<file path="src/rtl/riscv_pkg.sv">
// riscv_pkg: shared opcodes, register width, pipe_ctrl state encoding and control words
// Stage-control words pack as {pc_en, if_id_en, if_id_flush, id_ex_en, id_ex_flush, ex_mem_en, mem_wb_en, mem_wb_flush}.
package riscv_pkg;
   localparam int REG_NUM_W = 5;
   localparam logic [6:0] OP_LOAD = 7'b0000011;
   localparam logic [6:0] OP_BRANCH = 7'b1100011;
   localparam logic [6:0] OP_JAL = 7'b1101111;
   localparam logic [1:0] RUN = 2'd0;
   localparam logic [1:0] MEM_WAIT = 2'd1;
   localparam logic [1:0] HALT = 2'd2;
   typedef struct packed {
      logic pc_en;
      logic if_id_en;
      logic if_id_flush;
      logic id_ex_en;
      logic id_ex_flush;
      logic ex_mem_en;
      logic mem_wb_en;
      logic mem_wb_flush;
   } ctrl_t;
   localparam ctrl_t CTRL_RST = ctrl_t'(8'b0010_1001);
   localparam ctrl_t CTRL_HALT = ctrl_t'(8'b0000_0001);
   localparam ctrl_t CTRL_FRZ = ctrl_t'(8'b0000_0000);
   localparam ctrl_t CTRL_BR = ctrl_t'(8'b1111_1110);
   localparam ctrl_t CTRL_LU = ctrl_t'(8'b0001_1110);
   localparam ctrl_t CTRL_FW = ctrl_t'(8'b0111_0110);
   localparam ctrl_t CTRL_RUN = ctrl_t'(8'b1101_0110);
   function automatic logic [31:0] sat_inc(input logic [31:0] v, input logic en);
      return (en && v != 32'hFFFF_FFFF) ? v + 32'd1 : v;
   endfunction
endpackage

</file>
<file path="src/rtl/pipe_ctrl_if.sv">
// pipe_ctrl_if: hazard inputs and stage-control outputs between the pipeline datapath and pipe_ctrl
// master: datapath side (drives hazard/handshake inputs, receives controls); slave: pipe_ctrl.
interface pipe_ctrl_if import riscv_pkg::*; #(parameter int REG_NUM_W = riscv_pkg::REG_NUM_W);
   logic [REG_NUM_W-1:0] id_rs1_num, id_rs2_num, ex_rd_num;
   logic id_uses_rs1, id_uses_rs2, ex_is_load, ex_branch_taken, imem_ready, dmem_req, dmem_ready;
   logic pc_en, if_id_en, if_id_flush, id_ex_en, id_ex_flush, ex_mem_en, mem_wb_en, mem_wb_flush, halted;
   modport master(
      output id_rs1_num, id_rs2_num, ex_rd_num, id_uses_rs1, id_uses_rs2, ex_is_load, ex_branch_taken,
      output imem_ready, dmem_req, dmem_ready,
      input pc_en, if_id_en, if_id_flush, id_ex_en, id_ex_flush, ex_mem_en, mem_wb_en, mem_wb_flush, halted
   );
   modport slave(
      input id_rs1_num, id_rs2_num, ex_rd_num, id_uses_rs1, id_uses_rs2, ex_is_load, ex_branch_taken,
      input imem_ready, dmem_req, dmem_ready,
      output pc_en, if_id_en, if_id_flush, id_ex_en, id_ex_flush, ex_mem_en, mem_wb_en, mem_wb_flush, halted
   );
endinterface

</file>
<file path="src/rtl/hazard_cmp.sv">
// hazard_cmp: combinational load-use compare between the ID sources and the EX load destination
// Ports: rs1_num/rs2_num/uses_rs1/uses_rs2 from ID, rd_num/is_load from EX, load_use out.
module hazard_cmp #(parameter int REG_NUM_W = 5) (
   input logic [REG_NUM_W-1:0] rs1_num,
   input logic [REG_NUM_W-1:0] rs2_num,
   input logic uses_rs1,
   input logic uses_rs2,
   input logic [REG_NUM_W-1:0] rd_num,
   input logic is_load,
   output logic load_use
);
   assign load_use = is_load && rd_num != '0 && ((uses_rs1 && rs1_num == rd_num) || (uses_rs2 && rs2_num == rd_num));
endmodule

</file>
<file path="src/rtl/pipe_ctrl.sv">
// pipe_ctrl: pipeline sequencer producing stage enables/flushes with memory-wait freeze and timeout halt
// Ports: clk, rst (async active-low), bus (pipe_ctrl_if.slave: hazard inputs, stage controls, halted).
// Optional PIPE_CTRL_PERF_EN adds stall_cnt, flush_cnt, wait_cnt_total saturating counters.
module pipe_ctrl import riscv_pkg::*; #(
   parameter int MEM_TIMEOUT = 15,
   parameter int REG_NUM_W = riscv_pkg::REG_NUM_W
) (
   input logic clk,
   input logic rst,
   pipe_ctrl_if.slave bus
`ifdef PIPE_CTRL_PERF_EN
   ,
   output logic [31:0] stall_cnt,
   output logic [31:0] flush_cnt,
   output logic [31:0] wait_cnt_total
`endif
);
   logic [1:0] state;
   logic [7:0] wait_cnt;
   logic load_use, mem_stall, wait_done, freeze;
   ctrl_t ctrl;
   hazard_cmp #(.REG_NUM_W(REG_NUM_W)) u_hazard (
      .rs1_num(bus.id_rs1_num),
      .rs2_num(bus.id_rs2_num),
      .uses_rs1(bus.id_uses_rs1),
      .uses_rs2(bus.id_uses_rs2),
      .rd_num(bus.ex_rd_num),
      .is_load(bus.ex_is_load),
      .load_use(load_use)
   );
   always_comb begin
      mem_stall = state == RUN && bus.dmem_req && !bus.dmem_ready;
      wait_done = state == MEM_WAIT && (bus.dmem_ready || !bus.dmem_req);
      freeze = mem_stall || (state == MEM_WAIT && !wait_done);
      ctrl = !rst ? CTRL_RST :
             state == HALT ? CTRL_HALT :
             freeze ? CTRL_FRZ :
             bus.ex_branch_taken ? CTRL_BR :
             load_use ? CTRL_LU :
             !bus.imem_ready ? CTRL_FW : CTRL_RUN;
   end
   assign {bus.pc_en, bus.if_id_en, bus.if_id_flush, bus.id_ex_en, bus.id_ex_flush,
           bus.ex_mem_en, bus.mem_wb_en, bus.mem_wb_flush} = ctrl;
   assign bus.halted = state == HALT;
   always_ff @(posedge clk or negedge rst) begin
      if (!rst) begin
         state <= RUN;
         wait_cnt <= '0;
      end else if (mem_stall) begin
         state <= MEM_WAIT;
         wait_cnt <= 8'd1;
      end else if (wait_done) begin
         state <= RUN;
         wait_cnt <= '0;
      end else if (state == MEM_WAIT) begin
         state <= wait_cnt == 8'(MEM_TIMEOUT) ? HALT : MEM_WAIT;
         wait_cnt <= wait_cnt == 8'hFF ? wait_cnt : wait_cnt + 8'd1;
      end
   end
`ifdef PIPE_CTRL_PERF_EN
   always_ff @(posedge clk or negedge rst) begin
      if (!rst) begin
         stall_cnt <= '0;
         flush_cnt <= '0;
         wait_cnt_total <= '0;
      end else begin
         stall_cnt <= sat_inc(stall_cnt, ctrl == CTRL_LU);
         flush_cnt <= sat_inc(flush_cnt, ctrl == CTRL_BR);
         wait_cnt_total <= sat_inc(wait_cnt_total, state == MEM_WAIT);
      end
   end
`endif
endmodule

</file>
<file path="src/flat_wrapper.sv">
// flat-port wrapper written by rule: the top's interface ports become plain ports
module pipe_ctrl_flat import riscv_pkg::*;
#(
   parameter int MEM_TIMEOUT = 15,
   parameter int REG_NUM_W = riscv_pkg::REG_NUM_W
)
  (clk, rst, bus_id_rs1_num, bus_id_rs2_num, bus_ex_rd_num, bus_id_uses_rs1, bus_id_uses_rs2, bus_ex_is_load, bus_ex_branch_taken, bus_imem_ready, bus_dmem_req, bus_dmem_ready, bus_pc_en, bus_if_id_en, bus_if_id_flush, bus_id_ex_en, bus_id_ex_flush, bus_ex_mem_en, bus_mem_wb_en, bus_mem_wb_flush, bus_halted);
  pipe_ctrl_if #(.REG_NUM_W(REG_NUM_W)) bus_i ();
  input logic clk;
  input logic rst;
  input wire logic [$bits(bus_i.id_rs1_num)-1:0] bus_id_rs1_num;
  input wire logic [$bits(bus_i.id_rs2_num)-1:0] bus_id_rs2_num;
  input wire logic [$bits(bus_i.ex_rd_num)-1:0] bus_ex_rd_num;
  input wire logic [$bits(bus_i.id_uses_rs1)-1:0] bus_id_uses_rs1;
  input wire logic [$bits(bus_i.id_uses_rs2)-1:0] bus_id_uses_rs2;
  input wire logic [$bits(bus_i.ex_is_load)-1:0] bus_ex_is_load;
  input wire logic [$bits(bus_i.ex_branch_taken)-1:0] bus_ex_branch_taken;
  input wire logic [$bits(bus_i.imem_ready)-1:0] bus_imem_ready;
  input wire logic [$bits(bus_i.dmem_req)-1:0] bus_dmem_req;
  input wire logic [$bits(bus_i.dmem_ready)-1:0] bus_dmem_ready;
  output wire logic [$bits(bus_i.pc_en)-1:0] bus_pc_en;
  output wire logic [$bits(bus_i.if_id_en)-1:0] bus_if_id_en;
  output wire logic [$bits(bus_i.if_id_flush)-1:0] bus_if_id_flush;
  output wire logic [$bits(bus_i.id_ex_en)-1:0] bus_id_ex_en;
  output wire logic [$bits(bus_i.id_ex_flush)-1:0] bus_id_ex_flush;
  output wire logic [$bits(bus_i.ex_mem_en)-1:0] bus_ex_mem_en;
  output wire logic [$bits(bus_i.mem_wb_en)-1:0] bus_mem_wb_en;
  output wire logic [$bits(bus_i.mem_wb_flush)-1:0] bus_mem_wb_flush;
  output wire logic [$bits(bus_i.halted)-1:0] bus_halted;
  assign bus_i.id_rs1_num = bus_id_rs1_num;
  assign bus_i.id_rs2_num = bus_id_rs2_num;
  assign bus_i.ex_rd_num = bus_ex_rd_num;
  assign bus_i.id_uses_rs1 = bus_id_uses_rs1;
  assign bus_i.id_uses_rs2 = bus_id_uses_rs2;
  assign bus_i.ex_is_load = bus_ex_is_load;
  assign bus_i.ex_branch_taken = bus_ex_branch_taken;
  assign bus_i.imem_ready = bus_imem_ready;
  assign bus_i.dmem_req = bus_dmem_req;
  assign bus_i.dmem_ready = bus_dmem_ready;
  assign bus_pc_en = bus_i.pc_en;
  assign bus_if_id_en = bus_i.if_id_en;
  assign bus_if_id_flush = bus_i.if_id_flush;
  assign bus_id_ex_en = bus_i.id_ex_en;
  assign bus_id_ex_flush = bus_i.id_ex_flush;
  assign bus_ex_mem_en = bus_i.ex_mem_en;
  assign bus_mem_wb_en = bus_i.mem_wb_en;
  assign bus_mem_wb_flush = bus_i.mem_wb_flush;
  assign bus_halted = bus_i.halted;
  pipe_ctrl #(.MEM_TIMEOUT(MEM_TIMEOUT), .REG_NUM_W(REG_NUM_W)) u_core (.clk(clk), .rst(rst), .bus(bus_i));
endmodule
</file>
<file path="config.mk">
export PLATFORM = sky130hd
export DESIGN_NAME = pipe_ctrl_flat
export DESIGN_NICKNAME = d
export VERILOG_FILES = /design/src/rtl/riscv_pkg.sv /design/src/rtl/pipe_ctrl_if.sv /design/src/rtl/hazard_cmp.sv /design/src/rtl/pipe_ctrl.sv /design/src/flat_wrapper.sv
export SDC_FILE = /design/constraint.sdc
export NUM_CORES = 1
export LEC_CHECK = 0
export CAP_MARGIN = 0
export CORE_MARGIN = 8
export CORE_UTILIZATION = 46
export CTS_CLUSTER_DIAMETER = 40
export DETAILED_ROUTE_END_ITERATION = 10
export HOLD_SLACK_MARGIN = 0.03
export PLACE_DENSITY = 0.91
export SLEW_MARGIN = 10
export SYNTH_ARGS = -nofsm -noshare
export SYNTH_HDL_FRONTEND = slang
export SYNTH_SLANG_ARGS = --single-unit
</file>
<file path="constraint.sdc">
create_clock -name clk -period 3.4 [get_ports clk]
set_input_delay 0.34 -clock clk [delete_from_list [all_inputs] [get_ports clk]]
set_output_delay 0.34 -clock clk [all_outputs]
set_load 0.05 [all_outputs]
</file>
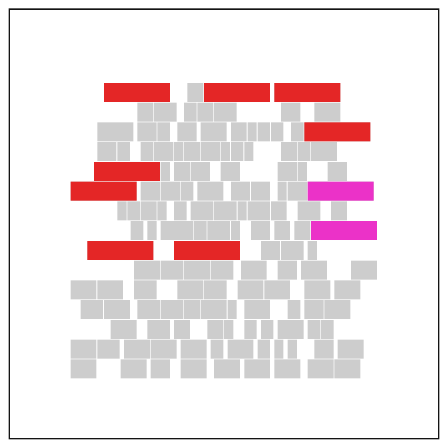
Figure 1: register map, names as in the netlist.
Other cells in gray.
| color | signal | flops |
|---|---|---|
| red | u_core.wait_cnt | 8 |
| magenta | u_core.state | 2 |

==> qor.yml <==
crit_top_cell: "clkdlybuf4s50_1"
cts.sinks: 10
worstSetupEndpointType: "output pin"
gp_congestion: 0.9541
synthTopCellsByCount: "11 x xnor2_1, 10 x dfrtp_1, 8 x nand2_1"
syn2layout_area_growth_pct: 45.87
dp.cells: 160
finalSetupTns_ns: 0
log.warning_count: 26
die_h_um: 58.95
yosysWarnings: 0
path_cells: "clkdlybuf4s50_1, or4_1, o21ai_1, nor3_1, a221o_1, clkdlybuf4s50_1"
setup_viol: 0
power_mw: 0.3756
cts-buffers-inserted: 3
num-nonclk-buffers: 34
critical_path.startpoint_type: "primary input"
dpl.hpwl_mm: 2.077
drv.max_cap_violation_count: 0
comb_share: 0.4570
lay_top_count: "clkdlybuf4s50_1"
postLayoutCoreUtil: 0.7167
htreeDepth: 1
top_cell: "xnor2_1"
cts_tree: "done"
fillers: 147
grt-ovfl-total: 0
top_usage_layer: "met2"
skew_ns: 0.009593
status: "finished, final reports clean"
die-area_um2: 3475
area_leaders: "dfrtp_1 29%, xnor2_1 11%, or4_1 4.4%, a21oi_1 3.5%, nand2_1 3.5%"
grt_use_met1: 0.1656
p_leak_nw: 0.4819
n_antenna_cell: 0
cts_setup_buffers: 0
highest_layer: "met4"
wl_met2_mm: 1.336
port_buffers: 32
wl_met1_mm: 1.008
pre_cts_slack_ns: 0.3773
netlist_area_um2: 848.3
powerDensity_nw_per_um2: 303.5
final_cell_mix: "32 x clkdlybuf4s50_1, 11 x xnor2_1, 10 x dfrtp_1, 8 x nand2_1, 6 x a21oi_1"
met2_usage: 0.2523
edf_count: 0
logic_gates: 86
worstPathRequired_ns: 3.06
synth-main-ff-cell: "dfrtp_1"
core_area_um2: 1727
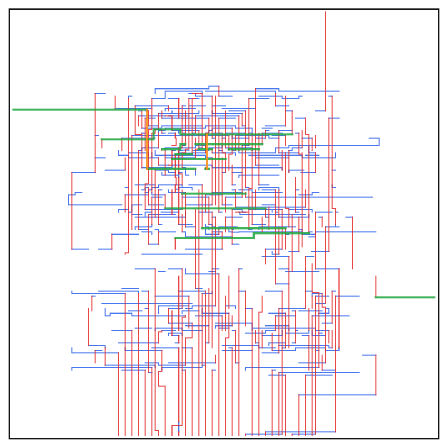
Figure 2: metal layers overlaid.
| color | layer | wire length |
|---|---|---|
| green | met3 | 144 um |
| blue | met1 | 1010 um |
| orange | met4 | 12.9 um |
| red | met2 | 1340 um |
Global Route Usage Sum: 0.1454
via count: 917

==> cell families after synthesis <==
kind of cell / after synthesis / synth area share
and+or+nand+nor: 42 / 0.2817
AOI/OAI and AO/OA: 31 / 0.2390
xor gates and xnor gates: 11 / 0.1136
DFF: 10 / 0.2950
buffers and inverters: 8 / 0.04423
muxes: 1 / 0.01180
adders and majority gates: 1 / 0.01475
==> registers in the layout, summed over array words and instances (netlist names) <==
name	cells
u_core.state	2
u_core.wait_cnt	8
==> report_power, final <==
group | switching [mW] | internal, mW | total [mW]
clock | 0.0436 | 0.0651 | 0.109
combinational | 0.0711 | 0.0633 | 0.134
sequential | 0.00820 | 0.124 | 0.133
total | 0.123 | 0.253 | 0.376
